==> config.mk <==
export PLATFORM = sky130hd
export DESIGN_NAME = clk_divider
export DESIGN_NICKNAME = d
export VERILOG_FILES = /design/src/rtl/clk_divider.sv
export SDC_FILE = /design/constraint.sdc
export NUM_CORES = 1
export LEC_CHECK = 0
export ABC_AREA = 1
export CAP_MARGIN = 20
export CORE_MARGIN = 10
export CORE_UTILIZATION = 60
export CTS_BUF_LIST = sky130_fd_sc_hd__clkbuf_8
export DETAILED_ROUTE_END_ITERATION = 8
export PLACE_DENSITY = 0.87
export SYNTH_ARGS = -nofsm -noshare
export SYNTH_HDL_FRONTEND = slang
export SYNTH_SLANG_ARGS = --single-unit
==> constraint.sdc <==
create_clock -name clk -period 2.7 [get_ports clk]
set_input_delay 0.405 -clock clk [delete_from_list [all_inputs] [get_ports clk]]
set_output_delay 0.405 -clock clk [all_outputs]
set_load 0.1 [all_outputs]
Metal layers overlaid:
The bar under the picture is 20 microns long. Only two layers are drawn.
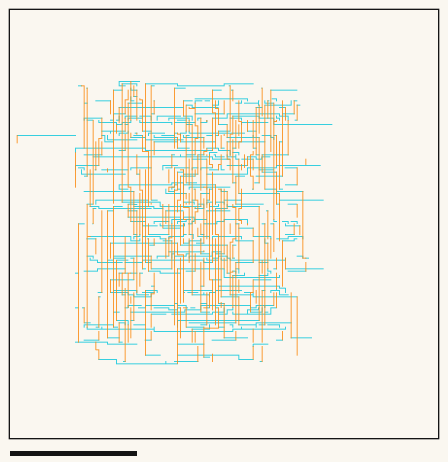
Key: cyan = metal 1 [wire length 1,140 microns]; orange = metal 2 [wire length 1,280 microns]
total wire length: 2597 microns
Overall Global Routing Usage: 13.28%
post-DR wirelength/cell: 11.65 microns
number of vias after detailed routing: 1,159

Metal 3:
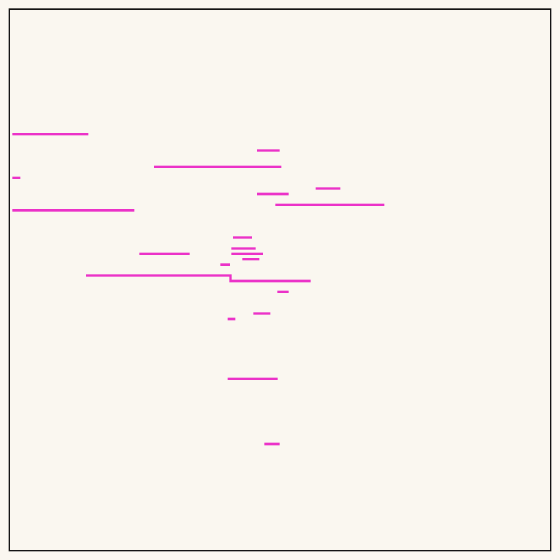
The layer carries 120 microns of wire. The wires run mostly horizontal. The longest straight run is 17.9 microns.
met3 Use GR: 2.314%

Power grid:
The bar under the picture is 20 microns long. Pins as bars on the die edge.
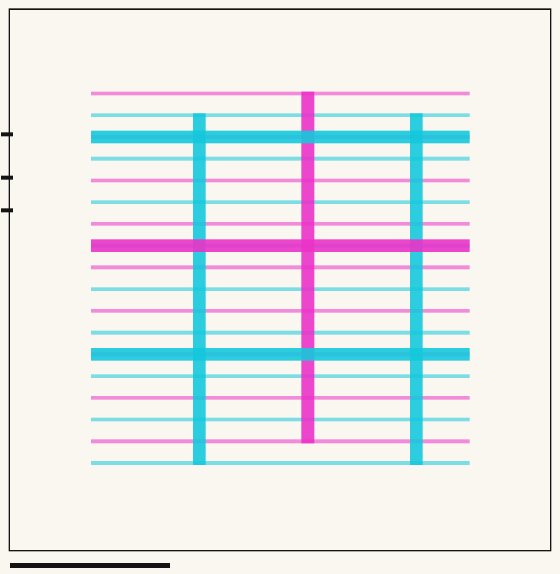
Key: magenta = VDD; cyan = VSS
3 straps on met4. 3 straps on met5. 18 met1 rails follow the rows. 3 signal pins sit on the boundary. The core has 17 rows.
die extent in y: 67.57 microns
core area: 2191 sq um
overall die width: 67.57 microns

==> impl_metrics.env <==
# source this file to load flow results
export IMPL_yosys_top_cells_area="sky130_fd_sc_hd__dfxtp_1 (37%), sky130_fd_sc_hd__nand2_1 (12%), sky130_fd_sc_hd__nor2_1 (9.7%)"
export IMPL_synthDominantCellAreaShare_pct=36.87
export IMPL_maximum_number_of_pins_on_one_net_before_global_route_repair=22
export IMPL_drcViolationCount=0
export IMPL_run_status="finished, final reports clean"
export IMPL_flow_area_growth_from_synthesis_pct=4.700
export IMPL_gp_congestion=0.8577
export IMPL_worst_slew_pin_slew_ns=0.3667
export IMPL_final_worst_setup_slack_ns=1.036
export IMPL_yosys_area_top_type="sky130_fd_sc_hd__dfxtp_1"
export IMPL_drtPass1Iterations=4
export IMPL_preCtsSetupSlack_ns=1.033
export IMPL_cpMostUsedCell="sky130_fd_sc_hd__nand2_4"
export IMPL_period_needed_ns=1.664
export IMPL_diodes=0
export IMPL_tritoncts="built"
export IMPL_layout_drive_gt1_share_pct=14.87
export IMPL_grt_pass1_vias=1055
export IMPL_timing_fmax_mhz=601.0
export IMPL_irDropWorstVdd_mv=0.4781
export IMPL_nFillCells=184
export IMPL_openroad_warnings=26
export IMPL_number_of_standard_cell_rows_in_the_floorplan=17
export IMPL_cts_repair_resize_count=0
export IMPL_grt_first_pass_wirelength_microns=4685
export IMPL_arrival_ns=1.82
export IMPL_maxSlewViolCount=0
export IMPL_ys_cells=191
export IMPL_flip_flop_count_of_the_largest_register_all_copies_and_words_added=24
export IMPL_ff2ff_setup_slack_ns=1.04
export IMPL_synth_chip_area_sq_um=1358
export IMPL_cp_start_kind="flip-flop"
export IMPL_hold_viol=0
export IMPL_seqCellArea_sq_um=500.5
export IMPL_dr_first_iter_drc_count=73
export IMPL_rr_worst_depth=8
export IMPL_critical_path_required_ns=2.86
export IMPL_timing_critical_path_slowest_stage_cell="sky130_fd_sc_hd__dfxtp_1"
export IMPL_placement_io_buffers=2
export IMPL_hpwlAfterDp_microns=1974
export IMPL_initial_core_util_pct=61.96
export IMPL_globalRouteOverflowTotal=0
export IMPL_slew_limit_headroom_pct=75.46
export IMPL_final_stage_net_count=199
export IMPL_min_delay_path_class="flip-flop to flip-flop"
-- cells in the final DEF, fill, tap and decap left out --
cell type                         Yosys  layout
sky130_fd_sc_hd__a21oi_1              6       6
sky130_fd_sc_hd__a21oi_2              1       1
sky130_fd_sc_hd__and2_0               1       1
sky130_fd_sc_hd__and2_1               1       1
sky130_fd_sc_hd__buf_4                0       1
sky130_fd_sc_hd__clkbuf_8             0       3
sky130_fd_sc_hd__clkdlybuf4s50_1      0       1
sky130_fd_sc_hd__clkinv_2             0       1
sky130_fd_sc_hd__dfxtp_1             25      25
sky130_fd_sc_hd__ha_1                 1       1
sky130_fd_sc_hd__inv_1               17      17
sky130_fd_sc_hd__nand2_1             45      45
sky130_fd_sc_hd__nand2_2              2       2
sky130_fd_sc_hd__nand2_4              2       2
sky130_fd_sc_hd__nand3_1             14      14
sky130_fd_sc_hd__nand3b_1             3       3
sky130_fd_sc_hd__nand4_1              1       1
sky130_fd_sc_hd__nor2_1              35      35
sky130_fd_sc_hd__nor2_2              17      17
sky130_fd_sc_hd__nor2_4               2       2
sky130_fd_sc_hd__o21ai_0              2       2
sky130_fd_sc_hd__o21bai_1             1       1
sky130_fd_sc_hd__xnor2_1              7       7
sky130_fd_sc_hd__xor2_1               6       6
-- final cells by class --
| cell class | instances | share of cell area, % |
|---|---|---|
| clock buffer | 3 | 2.905 |
| timing repair buffer | 2 | 1.232 |
| multi-input combinational | 147 | 53.35 |
| tap | 28 | 2.465 |
| clock inverter | 1 | 0.3521 |
| inverter | 17 | 4.489 |
| sequential | 25 | 35.21 |
-- metal layers --
metal	routed length, microns	share of wire [%]	global-route usage [%]
met1	1136	44	15.26
met2	1276	49	22.77
met3	119	4.6	2.314
met4	64	2.5	7.179
met5	0	0	0
-- where the power goes --
part	switching [mW]	internal, mW
registers	0.00348	0.372
clock network	0.120	0.103
logic	0.0141	0.00767
-- kinds of logic (layout without fill, tap and decap cells) --
logic type                 count (synthesis)  count (layout)  synth area share, %
AOI/OAI and AO/OA                         10              10                4.148
adders and majority gates                  1               1               0.9215
DFF                                       25              25                36.87
buffers and inverters                     19              23                7.281
xor gates and xnor gates                  13              13                8.387
and+or+nand+nor                          123             123                42.40
-- cell usage after synthesis, drive strengths merged --
library cell and count:
a21oi 7, and2 2, buf 2, dfxtp 25, ha 1, inv 17
nand2 49, nand3 14, nand3b 3, nand4 1, nor2 54, o21ai 2
o21bai 1, xnor2 7, xor2 6
-- worst max-delay path: cells and delay by family (launching register included) --
kind                       cells  cell delay, ns
and+or+nand+nor                7            0.92
DFF                            1            0.39
adders and majority gates      1            0.23
-- metrics by stage --
step           cells  cell area, sq um  util (%)
2_1_floorplan    191              1358         -
3_3_place_gp     219              1375     62.76
3_5_place_dp     219              1375     62.76
4_1_cts          223              1421     64.88
5_1_grt          223              1421     64.88
6_report         223              1421     64.88
Power is estimated from default activity; no workload was simulated.
